<file path="src/rtl/count_display.sv">
// count_display: 12-bit binary to BCD converter (double dabble) with a 4-digit multiplexed 7-segment driver.
// Optional macro LEADING_ZERO_BLANK_EN blanks leading zero digits 3..1.
`default_nettype none

module count_display #(
  parameter int REFRESH_DIV = 100000
) (
  input  logic        clk,
  input  logic        reset,
  input  logic [11:0] count,
  input  logic        hold,
  output logic [15:0] bcd,
  output logic        bcd_valid,
  output logic [3:0]  an,
  output logic [6:0]  seg,
  output logic        dp
);

  localparam int PW = $clog2(REFRESH_DIV);
  localparam logic [PW-1:0] PRESC_MAX = PW'(REFRESH_DIV - 1);

  typedef enum logic [1:0] {
    IDLE  = 2'd0,
    SHIFT = 2'd1,
    DONE  = 2'd2
  } state_t;

  state_t      state;
  logic [11:0] shreg;
  logic [15:0] scratch;
  logic [3:0]  step;
  logic [15:0] adj;

  // Double-dabble correction: any BCD digit of 5 or more gets 3 added before the shift.
  always_comb begin
    adj = scratch;
    for (int i = 0; i < 4; i++) begin
      if (scratch[i*4 +: 4] >= 4'd5) adj[i*4 +: 4] = scratch[i*4 +: 4] + 4'd3;
    end
  end

  always_ff @(posedge clk or negedge reset) begin
    if (!reset) begin
      state     <= IDLE;
      shreg     <= '0;
      scratch   <= '0;
      step      <= '0;
      bcd       <= '0;
      bcd_valid <= 1'b0;
    end else begin
      bcd_valid <= 1'b0;
      unique case (state)
        IDLE: begin
          if (!hold) begin
            shreg   <= count;
            scratch <= '0;
            step    <= '0;
            state   <= SHIFT;
          end
        end
        SHIFT: begin
          {scratch, shreg} <= {adj[14:0], shreg, 1'b0};
          step             <= step + 4'd1;
          if (step == 4'd11) state <= DONE;
        end
        DONE: begin
          bcd       <= scratch;
          bcd_valid <= 1'b1;
          state     <= IDLE;
        end
        default: state <= IDLE;
      endcase
    end
  end

  logic [PW-1:0] presc;
  logic [1:0]    idx;

  always_ff @(posedge clk or negedge reset) begin
    if (!reset) begin
      presc <= '0;
      idx   <= '0;
    end else if (presc == PRESC_MAX) begin
      presc <= '0;
      idx   <= idx + 2'd1;
    end else begin
      presc <= presc + 1'b1;
    end
  end

  function automatic logic [6:0] decode(input logic [3:0] d);
    logic [6:0] s;
    case (d)
      4'd0:    s = 7'b1000000;
      4'd1:    s = 7'b1111001;
      4'd2:    s = 7'b0100100;
      4'd3:    s = 7'b0110000;
      4'd4:    s = 7'b0011001;
      4'd5:    s = 7'b0010010;
      4'd6:    s = 7'b0000010;
      4'd7:    s = 7'b1111000;
      4'd8:    s = 7'b0000000;
      4'd9:    s = 7'b0010000;
      default: s = 7'b1111111;
    endcase
    return s;
  endfunction

  logic [3:0] digit;

`ifdef LEADING_ZERO_BLANK_EN
  logic [3:0] lead_zero;
  // lead_zero[i]: digit i and every higher digit are zero; digit 0 is never blanked.
  assign lead_zero = {bcd[15:12] == 4'd0, bcd[15:8] == 8'd0, bcd[15:4] == 12'd0, 1'b0};
`endif

  // Segments follow the registered bcd directly so a mid-dwell update shows at once.
  always_comb begin
    digit = 4'd0;
    unique case (idx)
      2'd0: digit = bcd[3:0];
      2'd1: digit = bcd[7:4];
      2'd2: digit = bcd[11:8];
      2'd3: digit = bcd[15:12];
      default: digit = 4'd0;
    endcase
    an  = ~(4'b0001 << idx);
    seg = decode(digit);
`ifdef LEADING_ZERO_BLANK_EN
    if (lead_zero[idx]) seg = 7'b1111111;
`endif
  end

  assign dp = 1'b1;

endmodule

`default_nettype wire
</file>
<file path="config.mk">
export PLATFORM = sky130hd
export DESIGN_NAME = count_display
export DESIGN_NICKNAME = d
export VERILOG_FILES = /design/src/rtl/count_display.sv
export SDC_FILE = /design/constraint.sdc
export NUM_CORES = 1
export LEC_CHECK = 0
export ABC_AREA = 0
export CAP_MARGIN = 20
export CORE_MARGIN = 2
export CORE_UTILIZATION = 50
export DETAILED_ROUTE_END_ITERATION = 8
export PLACE_DENSITY = 0.86
export SLEW_MARGIN = 20
export SYNTH_ARGS = -nofsm -noshare
export SYNTH_HDL_FRONTEND = slang
export SYNTH_SLANG_ARGS = --single-unit
</file>
<file path="constraint.sdc">
create_clock -name clk -period 1.8 [get_ports clk]
set_input_delay 0.18 -clock clk [delete_from_list [all_inputs] [get_ports clk]]
set_output_delay 0.18 -clock clk [all_outputs]
set_load 0.02 [all_outputs]
</file>
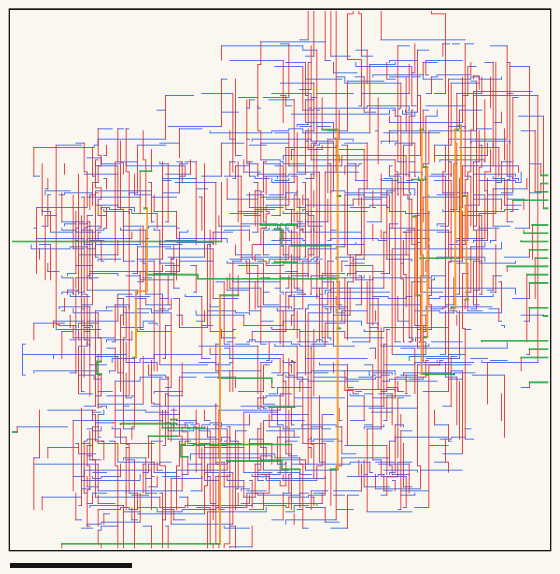
(run_1/wires.png)
Scale bar: 20 µm.
| color | layer | wire length |
|---|---|---|
| blue | metal 1 | 3590 µm |
| orange | metal 4 | 272 µm |
| red | metal 2 | 4470 µm |
| green | metal 3 | 276 µm |
Routed wire per std cell: 15.7 µm
GRT Resource Usage Total: 23.9%
Total Wirelength: 8.61 mm

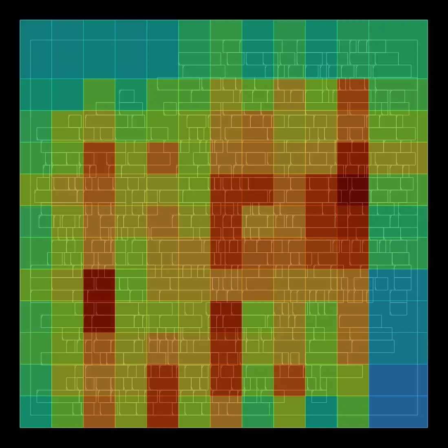
(run_1/congestion.png)
M1 GR Usage: 28.4%
fin util: 71.3%
GRT Max-Usage Layer: met2
grt met3 use: 3.45%
grt met2 use: 42.1%

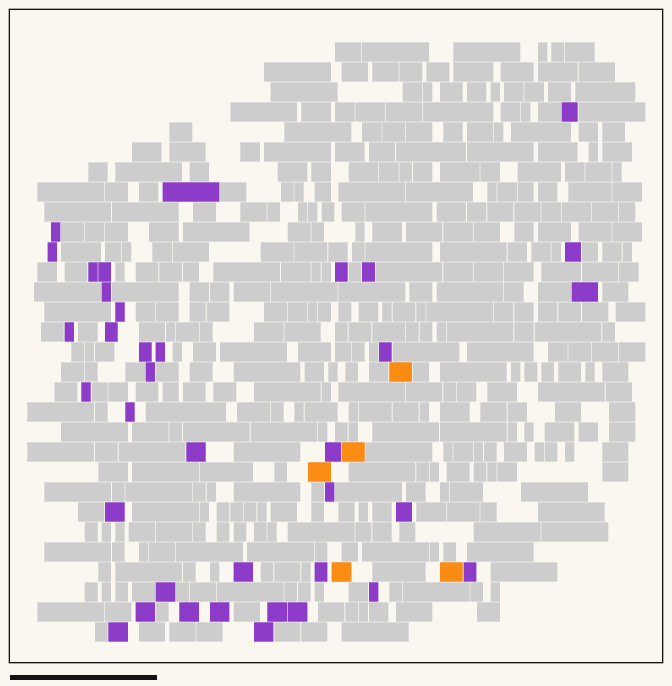
(run_1/logic_types.png)
Scale bar: 20 µm.
| color | family | cells | most used |
|---|---|---|---|
| purple | nor cells | 37 | nor2_1 |
| orange | non-inverting ao/oa cells | 5 | a22o_1 |
combinational share of cell area: 38.0%
most numerous logic cell after layout: dfrtp_1
fin cells: 549

==> flow_summary_export.csv, run 1 <==
group,metric,value,unit
die,die_height,88.7,µm
clock_network,cts_made_buffers,9,
global_routing,grt_antenna_before_repair,0,
yosys,ys_seq_elements,70,
yosys,ys.flop_type,"dfrtp_1",
final_timing,finalSetupViolCount,7,
final_timing,slew_headroom,61.5,%
power,power_density,1520,mW/mm²
yosys,syn_area,0.00359,mm²
detailed_routing,dr.pass1.iters,4,
detailed_routing,drt-initial-drc-count,192,
clock_network,cts_max_level,3,
detailed_routing,drc,0,
final_layout,syn_to_final_growth,36.5,%
setup_path,worst_ep_required_time,1.62,ns
final_layout,drive_above_1_share,30.2,%
detailed_routing,ant_nets,0,
placement,place_hpwl,5.92,mm
clock_network,clockRootBuffer,"clkbuf_8",
final_timing,rsz0062_at_grt,"true",
global_routing,grt_max_degree,40,
final_timing,finalClockPeriodUsage,145,%
detailed_routing,wl_met2,4.47,mm
status,violations,"negative setup slack",
power,cellLeakagePower,2.16,nW
detailed_routing,met1_length,3.59,mm
placement,dp.cells,518,
detailed_routing,met3WireLength,276,µm
yosys,syn-num-nets,385,
clock_network,clkSinkCount,70,
global_routing,first_global_vias,3062,
setup_path,arrival,2.43,ns
final_layout,diodes,0,
yosys,ys_top_cells_by_area,"dfrtp_1 49%, ha_1 6.3%, mux2_2 5.7%, o21ai_0 4.7%, nand2_1 4.1%",
yosys,ys_cells,352,
detailed_routing,vias,2980,
clock_network,clk_pin_slew_worst_paths,0.09,ns
setup_path,worst-path-max-fanout,6,
worst_hold_path,hold_class,"in -> async",
yosys,syn-instance-count,352,
final_timing,fin_ws,-0.807,ns
detailed_routing,vias_per_cell,5.43,
yosys,top_cell_area_share,48.8,%
die,io_pins,44,
setup_path,path_class,"reg -> out",
final_timing,worst_pin_slew,0.575,ns
detailed_routing,top_layer_used,"met4",
clock_network,clock.latency.late_pin,0.35,ns
clock_network,clk_path_buf_depth,2,
yosys,yosys.area.top_type,"dfrtp_1",
yosys,yosysChipArea,0.00359,mm²
die,die_w,88.7,µm
yosys,top_cell,"dfrtp_1",
yosys,synth_async_sr_flop_share,100,%
yosys,yosysSeqAreaShare,48.8,%
placement,numPortBuffers,42,
final_layout,finish.net_count,481,
clock_network,cts-hold-fix-buffers,1,
final_timing,whs,0.285,ns
yosys,yosys_warnings,0,
status,status,"complete, but fails checks",
final_timing,slew_viol_final,0,
clock_network,cts_tree,"built",
power,vdd_drop_max,0.000846,V
final_timing,finClkSkew,0.0154,ns
placement,gp_congestion,0.817,
clock_network,cts_setup_buffers,7,
setup_path,worstSetupStartpointType,"flip-flop",
die,die-area,0.00787,mm²
final_timing,fmax,384,MHz
yosys,synth-edff-count,0,
yosys,synthDistinctLibCells,40,
-- run 1: sequential cells by signal (all words and copies together), names as in the netlist --
register,flops
scratch,16
idx,2
bcd_valid,1
bcd,16
step,4
shreg,12
presc,17
state,2
-- run 1: cell usage in the layout (no fill, tap or decap), types with 7 or more instances in the layout --
master,netlist,layout
a21oi_1,20,15
xnor2_1,14,14
buf_6,0,7
xor2_1,8,8
clkbuf_8,0,9
ha_1,18,11
clkdlybuf4s50_1,0,30
nor3_1,9,8
nor2_1,13,12
nand3_1,11,9
buf_4,1,52
nor3b_1,11,11
nand2_1,39,37
o21ai_0,34,32
dfrtp_1,70,68
inv_1,22,18
mux2_2,18,17
-- run 1: logic make-up after synthesis --
logic type	synth area share, %
multiplexers	8.02
other	0.105
buffers and inverters	3.87
AND/OR/NAND/NOR	16.0
XOR/XNOR	5.37
adder cells (fa/ha/maj)	6.28
AND-OR/OR-AND	11.5
flip-flops	48.8
-- run 1: per-layer routing --
metal | up-vias | track usage (%)
met5 | - | 0
met4 | 0 | 12.4
met3 | 22 | 3.45
met2 | 75 | 42.1
met1 | 1462 | 28.4
li1 | 1421 | -
-- run 1: critical path, cell delays in order (launching register included) --
cell	delay (ns)
dfrtp_2	0.45
ha_2	0.20
buf_4	0.14
a222oi_1	0.35
buf_4	0.19
buf_4	0.11
mux2i_4	0.11
nor2_2	0.24
mux2i_2	0.12
buf_4	0.17
-- run 1: report_power, final --
group	leakage [nW]	internal (mW)	switching, mW
Sequential	0.878	2.05	0.408
Clock	0.100	0.656	0.642
Combinational	1.18	1.80	1.91
Total	2.16	4.50	2.96
-- run 1: through the flow --
| stage | power, mW | TNS (ns) | instance area, µm² | setup WS, ns |
|---|---|---|---|---|
| after floorplan | 4.48 | -0.555 | 3700 | -0.123 |
| after global placement | 5.73 | -4.52 | 4520 | -0.685 |
| after detailed placement | 5.93 | -5.38 | 4520 | -0.824 |
| after CTS | 7.38 | -5.11 | 4800 | -0.752 |
| after global routing | 7.96 | -6.16 | 4900 | -0.934 |
| final | 7.46 | -5.27 | 4900 | -0.807 |
-- run 1: layout make-up --
| type | instances | area (µm²) |
|---|---|---|
| Clock inverter | 7 | 81.3 |
| Fill cell | 494 | 1970 |
| Sequential cell | 70 | 1750 |
| Timing Repair Buffer | 98 | 861 |
| Inverter | 23 | 93.8 |
| Multi-Input combinational cell | 246 | 1860 |
| Tap cell | 96 | 120 |
| Clock buffer | 9 | 124 |
-- run 1: path summary, 6_finish.rpt --
| check | startpoint | to | slack (ns) | cells after the start |
|---|---|---|---|---|
| worst max-delay path | idx[1]$_DFFE_PN0N_ | seg[6] | -0.81 | 9 |
| worst min-delay path | reset | step[3]$_DFFE_PN0P_ | 0.28 | 2 |
| worst max register to register | presc[0]$_DFF_PN0_ | idx[1]$_DFFE_PN0N_ | 0.05 | 6 |
| worst min register to register | shreg[10]$_DFFE_PN0P_ | shreg[10]$_DFFE_PN0P_ | 0.48 | 2 |
| max in group asynchronous | reset | bcd[3]$_DFFE_PN0P_ | 0.91 | 3 |
| min in group clk | shreg[10]$_DFFE_PN0P_ | shreg[10]$_DFFE_PN0P_ | 0.48 | 2 |
==> run_1/clk_routes.png <==
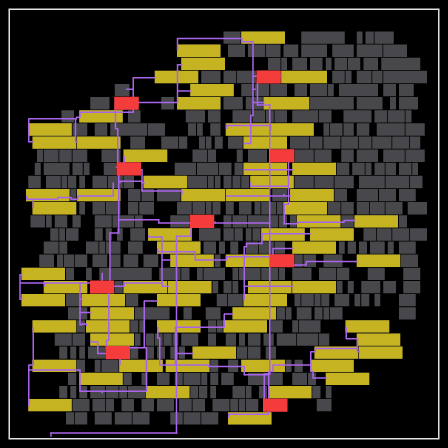

==> run 2, diff against run 1 <==
--- a/config.mk
+++ b/config.mk
@@ -8,9 +8,10 @@
 export ABC_AREA = 0
 export CAP_MARGIN = 20
 export CORE_MARGIN = 2
-export CORE_UTILIZATION = 50
+export CORE_UTILIZATION = 59
 export DETAILED_ROUTE_END_ITERATION = 8
-export PLACE_DENSITY = 0.86
+export HOLD_SLACK_MARGIN = 0.03
+export PLACE_DENSITY = 0.94
 export SLEW_MARGIN = 20
 export SYNTH_ARGS = -nofsm -noshare
 export SYNTH_HDL_FRONTEND = slang
==> constraint.sdc (replaced) <==
create_clock -name clk -period 3.4 [get_ports clk]
set_input_delay 0.34 -clock clk [delete_from_list [all_inputs] [get_ports clk]]
set_output_delay 0.34 -clock clk [all_outputs]
set_load 0.02 [all_outputs]
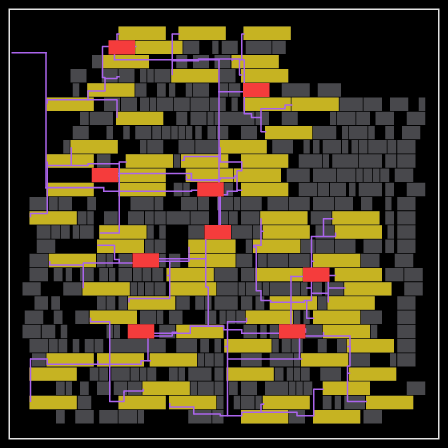
(run_2/clk_routes.png)
[purple] clock wires | length: 766 µm
[red] clock drivers | count: 9
[yellow] flip-flops | count: 70
routed clock nets: 10
flops lie: widely spread
Clk network pwr share: 19.0%
clk pwr: 0.668 mW
Worst-Skew Late Latency: 0.36 ns

==> run 2 against run 1 <==
Effect of this change: the run now ends clean; synthesized cell count is the same; power shrank 53%; die area is 15% lower; cell count down 13%; setup slack improved by 1.0 ns; global-route usage is 1.5 points higher; clock skew decreased by 0.0018 ns; routed wire length fell by 11%; sequential power fell by 45%; clock-buffer cell count grew 1.
==> flow_summary_export.csv, run 2 <==
group,metric,value,unit
power,switching_share,40.0,%
final_layout,diodes,0,
final_layout,final_area,0.00428,mm²
yosys,yosys_warnings,0,
yosys,ys.flop_type,"dfrtp_1",
clock_network,clk_path_buf_depth,2,
power,seq_power_share,38.4,%
detailed_routing,ant_nets,0,
detailed_routing,vias_per_cell,5.89,
yosys,top_cell,"dfrtp_1",
detailed_routing,dr.pass1.iters,6,
clock_network,cts_max_level,3,
power,vdd_drop_max,0.000493,V
setup_path,path_class,"reg -> out",
setup_path,worstSetupStartpointType,"flip-flop",
final_timing,fmax,315,MHz
power,net-switching-power,1.41,mW
placement,dp.cells,460,
power,cellLeakagePower,1.85,nW
final_layout,largest_reg_flops,17,
global_routing,grt_max_degree,39,
yosys,ys_top_cells_by_area,"dfrtp_1 49%, ha_1 6.3%, mux2_2 5.7%, o21ai_0 4.7%, nand2_1 4.1%",
yosys,synth_async_sr_flop_share,100,%
die,io_pins,44,
detailed_routing,vias,2803,
placement,place_hpwl,5.32,mm
final_layout,combGateArea,0.00170,mm²
final_timing,finalClockPeriodUsage,93.4,%
power,p_int,2.12,mW
final_timing,worst_pin_slew,0.831,ns
die,die_height,82.0,µm
yosys,ys_cells,352,
clock_network,cts_tree,"built",
placement,numPortBuffers,42,
final_layout,regArea,0.00175,mm²
setup_path,worst_ep_required_time,3.06,ns
clock_network,cts_setup_buffers,0,
yosys,yosys.area.top_type,"dfrtp_1",
power,p_comb_share,42.6,%
status,status,"complete, no violations",
power,power_density,823,mW/mm²
final_layout,drive_above_1_share,11.2,%
clock_network,cts_made_buffers,9,
global_routing,grt_antenna_before_repair,0,
die,die_w,82.0,µm
detailed_routing,drc,0,
worst_hold_path,hold_class,"in -> async",
final_layout,layout_top_cells,"70 x dfrtp_1, 41 x clkdlybuf4s50_1, 39 x nand2_1, 34 x o21ai_0, 22 x inv_1",
yosys,ys_seq_elements,70,
setup_path,arrival,2.84,ns
final_layout,finish.net_count,429,
yosys,syn_area,0.00359,mm²
final_timing,slew_headroom,44.6,%
yosys,yosysSeqAreaShare,48.8,%
final_timing,finalSetupViolCount,0,
placement,gp_congestion,0.841,
clock_network,clockRootBuffer,"clkbuf_8",
final_layout,top_register,"presc",
clock_network,clk_pin_slew_worst_paths,0.09,ns
yosys,yosysChipArea,0.00359,mm²
yosys,top_cell_area_share,48.8,%
final_layout,lay_top_count,"dfrtp_1",
final_layout,syn_to_final_growth,19.3,%
global_routing,track_usage,25.4,%
detailed_routing,wl_per_cell,16.0,µm
final_timing,rsz0062_at_grt,"false",
die,die-area,0.00672,mm²
setup_path,worst-path-max-fanout,6,
final_layout,reg_top3,"presc (17), bcd (16), scratch (16)",
yosys,synth-edff-count,0,
-- run 2: per-layer routing --
metal | vias to the layer above | global-route usage [%] | share of wire (%) | wire length, µm
li1 | 1312 | - | - | -
met2 | 104 | 42.9 | 50 | 3860
met4 | 0 | 9.00 | 1.6 | 119
met5 | - | 0 | 0 | 0
met3 | 14 | 6.15 | 6.1 | 467
met1 | 1373 | 31.9 | 42 | 3190
-- run 2: final timing paths --
path / startpoint / to / slack [ns] / depth (start not counted)
max reg2reg: state[0]$_DFFE_PN0P_ / shreg[8]$_DFFE_PN0P_ / 1.28 / 5
min in group clk: shreg[9]$_DFFE_PN0P_ / shreg[9]$_DFFE_PN0P_ / 0.48 / 2
min: reset / scratch[1]$_DFFE_PN0P_ / 0.07 / 1
min reg2reg: shreg[9]$_DFFE_PN0P_ / shreg[9]$_DFFE_PN0P_ / 0.48 / 2
max: idx[1]$_DFFE_PN0N_ / seg[1] / 0.22 / 7
max in group asynchronous: reset / presc[10]$_DFF_PN0_ / 2.55 / 2
-- run 2: power groups by stage --
stage / clock network [mW] / registers (mW) / logic, mW
floorplan: 0 / 1.34 / 0.916
global placement: 0 / 1.34 / 1.39
detailed placement: 0 / 1.36 / 1.48
CTS: 0.672 / 1.35 / 1.50
global route: 0.713 / 1.39 / 1.65
finish: 0.668 / 1.35 / 1.50
-- run 2: stage by stage --
| stage | hold slack, ns | setup WS (ns) | utilization (%) |
|---|---|---|---|
| after floorplan | 0.0444 | 1.00 | - |
| after global placement | 0.462 | 0.657 | 69.2 |
| after detailed placement | 0.470 | 0.527 | 69.2 |
| after CTS | 0.103 | 0.145 | 72.6 |
| after global routing | 0.150 | 0.0925 | 72.7 |
| final | 0.0745 | 0.223 | 72.7 |
-- run 2: what timing repair did --
item	in CTS	in global routing
hold buffers	0	0
resized	0	2
endpoints found under the setup margin	0	2
-- run 2: cell families after synthesis --
group	share of synthesized area, %
AND-OR/OR-AND	11.5
XOR/XNOR	5.37
adder cells (fa/ha/maj)	6.28
buffers and inverters	3.87
flip-flops	48.8
multiplexers	8.02
other	0.105
AND/OR/NAND/NOR	16.0
-- run 2: layout make-up --
class | count | share of cell area (%)
clock buffer | 10 | 2.98
tap | 75 | 2.19
inverter | 23 | 2.02
timing repair buffer | 46 | 10.4
clock inverter | 6 | 1.64
sequential | 70 | 40.9
multi-input combinational | 246 | 39.8
-- run 2: critical path, cell delays in order, from the launching register on --
cell and delay, ns:
dfrtp_1 0.41, inv_1 0.10, ha_1 0.25, a222oi_1 0.40, mux2i_1 0.28, o21ai_0 0.35, o21ai_0 0.14, clkdlybuf4s50_1 0.56
Power is estimated from default activity; no workload was simulated.
